===== src/rtl/row_loader.sv =====
// Input-side data stager for the matrix unit: captures coefficient set A, then
// double-buffers operand rows and streams one element per ALU-enabled cycle.
module row_loader #(
   parameter int unsigned DATA_W  = 8,
   parameter int unsigned ROW_LEN = 28,
   parameter int unsigned A_WORDS = 4
) (
   input  logic                        clk,
   input  logic                        rst,
   input  logic                        load_A_en,
   input  logic                        load_en,
   input  logic                        alu_en,
   input  logic                        wr_valid,
   input  logic [DATA_W-1:0]           wr_data,
   output logic                        wr_ready,
   output logic                        load_A_done,
   output logic                        load_done,
   output logic [A_WORDS*DATA_W-1:0]   a_coef,
   output logic [DATA_W-1:0]           alu_data,
   output logic                        alu_data_valid,
   output logic                        underrun
);

   localparam int unsigned IDX_W   = (ROW_LEN > 1) ? $clog2(ROW_LEN) : 1;
   localparam int unsigned A_IDX_W = (A_WORDS > 1) ? $clog2(A_WORDS) : 1;

   typedef enum logic [1:0] {S_IDLE, S_A, S_ROW, S_FULL} state_t;

   state_t              state;
   state_t              next_state;

   logic [IDX_W-1:0]    wr_idx;
   logic [IDX_W-1:0]    rd_idx;
   logic                stage_full;
   logic                work_valid;
   logic [DATA_W-1:0]   coef  [A_WORDS];
   logic [DATA_W-1:0]   stage [ROW_LEN];
   logic [DATA_W-1:0]   work  [ROW_LEN];

   logic                a_fire;
   logic                a_last;
   logic                row_fire;
   logic                row_last;
   logic                rd_last;
   logic                abort;
   logic                transfer;
   logic                consume;

   // State register
   always_ff @(posedge clk or posedge rst) begin
      if (rst) state <= S_IDLE;
      else     state <= next_state;
   end

   // Next-state logic
   always_comb begin
      next_state = state;
      case (state)
         S_IDLE: begin
            if (load_A_en)    next_state = S_A;
            else if (load_en) next_state = S_ROW;
         end
         S_A: begin
            if (!load_A_en)            next_state = S_IDLE;
            else if (a_fire && a_last) next_state = S_ROW;
         end
         S_ROW: begin
            if (!load_en)                  next_state = S_IDLE;
            else if (row_fire && row_last) next_state = S_FULL;
         end
         S_FULL: begin
            if (!load_en)         next_state = S_IDLE;
            else if (!stage_full) next_state = S_ROW;
         end
         default: next_state = S_IDLE;
      endcase
   end

   // Decoded handshakes and buffer events; abort outranks everything else
   always_comb begin
      wr_ready = (state == S_A) || (state == S_ROW);
      abort    = ((state == S_ROW) || (state == S_FULL)) && !load_en;
      a_fire   = (state == S_A) && load_A_en && wr_valid;
      row_fire = (state == S_ROW) && load_en && wr_valid;
      a_last   = (wr_idx == IDX_W'(A_WORDS - 1));
      row_last = (wr_idx == IDX_W'(ROW_LEN - 1));
      rd_last  = (rd_idx == IDX_W'(ROW_LEN - 1));
      consume  = alu_en && work_valid;
      transfer = stage_full && !abort && (!work_valid || (alu_en && rd_last));
   end

   // Datapath: coefficient capture, stage fill, stage->work hand-off, read pointer
   always_ff @(posedge clk or posedge rst) begin
      if (rst) begin
         wr_idx      <= '0;
         rd_idx      <= '0;
         stage_full  <= 1'b0;
         work_valid  <= 1'b0;
         underrun    <= 1'b0;
         load_A_done <= 1'b0;
         load_done   <= 1'b0;
         for (int i = 0; i < int'(A_WORDS); i++) coef[i] <= '0;
         for (int i = 0; i < int'(ROW_LEN); i++) begin
            stage[i] <= '0;
            work[i]  <= '0;
         end
      end else begin
         load_A_done <= a_fire && a_last;
         load_done   <= row_fire && row_last;
         if (alu_en && !work_valid) underrun <= 1'b1;

         if (abort) begin
            stage_full <= 1'b0;
            work_valid <= 1'b0;
            rd_idx     <= '0;
            wr_idx     <= '0;
         end else begin
            if (state == S_IDLE) wr_idx <= '0;

            if (a_fire) begin
               coef[wr_idx[A_IDX_W-1:0]] <= wr_data;
               wr_idx <= a_last ? '0 : wr_idx + IDX_W'(1);
            end

            if (row_fire) begin
               stage[wr_idx] <= wr_data;
               if (row_last) begin
                  wr_idx     <= '0;
                  stage_full <= 1'b1;
               end else begin
                  wr_idx <= wr_idx + IDX_W'(1);
               end
            end

            // Hand-off on the last consumed element keeps the stream gap-free
            if (transfer) begin
               work       <= stage;
               work_valid <= 1'b1;
               rd_idx     <= '0;
               stage_full <= 1'b0;
            end else if (consume) begin
               if (rd_last) begin
                  work_valid <= 1'b0;
                  rd_idx     <= '0;
               end else begin
                  rd_idx <= rd_idx + IDX_W'(1);
               end
            end
         end
      end
   end

   always_comb begin
      a_coef = '0;
      for (int i = 0; i < int'(A_WORDS); i++) a_coef[i*DATA_W +: DATA_W] = coef[i];
   end

   assign alu_data       = work[rd_idx];
   assign alu_data_valid = work_valid;

endmodule


===== config.mk =====
export PLATFORM = sky130hd
export DESIGN_NAME = row_loader
export DESIGN_NICKNAME = d
export VERILOG_FILES = /design/src/rtl/row_loader.sv
export SDC_FILE = /design/constraint.sdc
export NUM_CORES = 1
export LEC_CHECK = 0
export ABC_CLOCK_PERIOD_IN_PS = 23700
export CORE_AREA = 2 2 271 273
export DETAILED_ROUTE_END_ITERATION = 8
export DIE_AREA = 0 0 273 275
export GPL_TIMING_DRIVEN = 0
export PLACE_DENSITY_LB_ADDON = 0.15
export SKIP_LAST_GASP = 1
export SLEW_MARGIN = 0
export SYNTH_ARGS = -nofsm -noshare
export SYNTH_HDL_FRONTEND = slang
export SYNTH_SLANG_ARGS = --single-unit

===== constraint.sdc =====
create_clock -name clk -period 23.7 [get_ports clk]
set_input_delay 4.74 -clock clk [delete_from_list [all_inputs] [get_ports clk]]
set_output_delay 4.74 -clock clk [all_outputs]
set_load 0.005 [all_outputs]

Figure 1. Cell density map.
The bar under the picture is 100 um long. 27 x 28 tiles, from dark blue (low) to red (high), 0 to 100% covered.
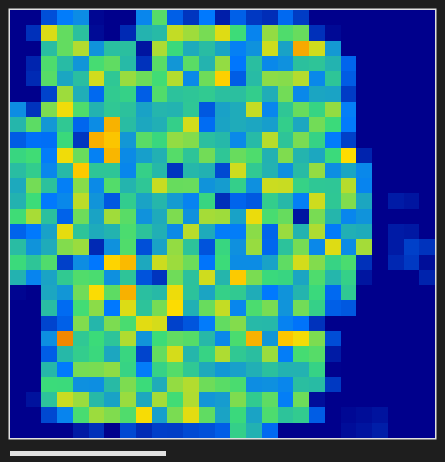
emptiest ninth of the die: south-east
nearly empty tiles: 23%
tiles over 75% full: 1.9%
mean over tiles: 32%
fullest tile: 85%

Figure 2. Drive-strength map.
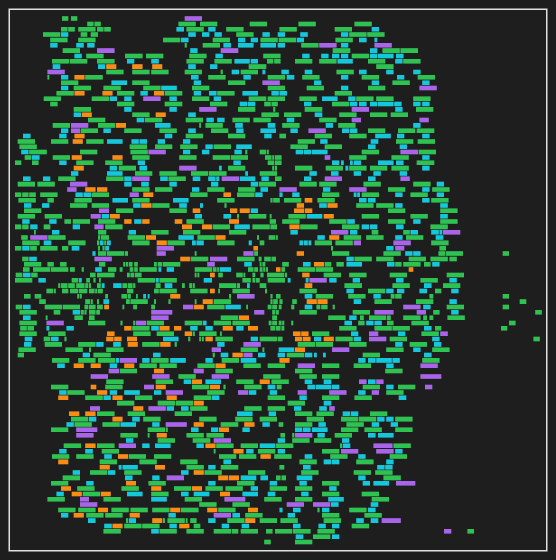
| size | colour | cells | most used |
|---|---|---|---|
| drive 1 or less | green | 773 | dfrtp_1 |
| drive 2 | cyan | 471 | mux2_2 |
| drive 6 and up | purple | 102 | clkbuf_16 |
| drive 3 to 4 | orange | 130 | mux2_4 |

==> impl_metrics.yaml <==
# implementation run metrics
final_timing:
  rsz0062_at_grt: "false"
  slew_headroom: 0.274
  timing.final.crit_share: 0.382
  setup_ws_ns: 14.64
final_layout:
  register_area_um2: 12400
  antenna_cells: 0
  stdcell_area_um2: 25200
  sh_seq_area: 0.493
grt:
  grt_overflow_total: 0
  grt_use_met1: 0.217
  grt_first_pass_wirelength_um: 84400
synthesis:
  avgSynthCellArea_um2: 16.3
  top_area_frac: 0.581
  top_cell: "dfrtp_1"
  ys.flop_type: "dfrtp_1"
  synth_cells: 1312
  ys_top_cells_by_area: "dfrtp_1 (58%), mux2_2 (20%), mux2_4 (7.0%)"
  synth.area.mux_share: 0.336
  ys_area_um2: 21400
cts:
  cts_buffers: 56
  cts.htree.levels: 2
power_and_ir_drop:
  p_sw_frac: 0.231
  p_comb_frac: 0.074
  peakVddDrop_uv: 56.5
hold_path:
  whs_endpoint: "underrun$_DFFE_PP0P_"
placed_design:
  port_buffers: 58
setup_path:
  rrSetupSlack_ns: 21.14
  endpoint_kind: "primary output"
  crit_required_ns: 18.96
  path_depth: 7
drt:
  viasPerCell: 4.79
  firstDrtPassIters: 5
  wl_met3_um: 2430
job:
  max-cap-violations: 0
outcome:
  status: "finished clean"
die:
  num_rows: 99
  tapCellCount: 959
Figure 3. Routing congestion map.
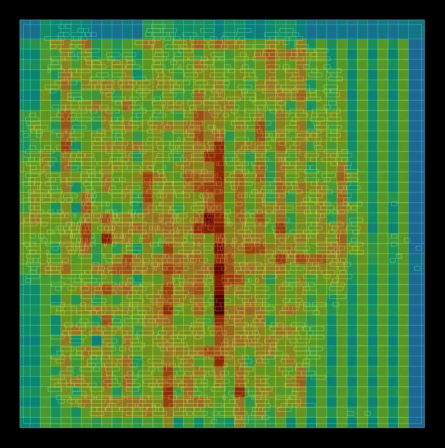
met3 Usage GRT: 0.0265
Total GRT Usage: 0.151
GR Layer Usage met2: 0.229
GR peak layer: met2
Avg WL per Cell: 22.7 um

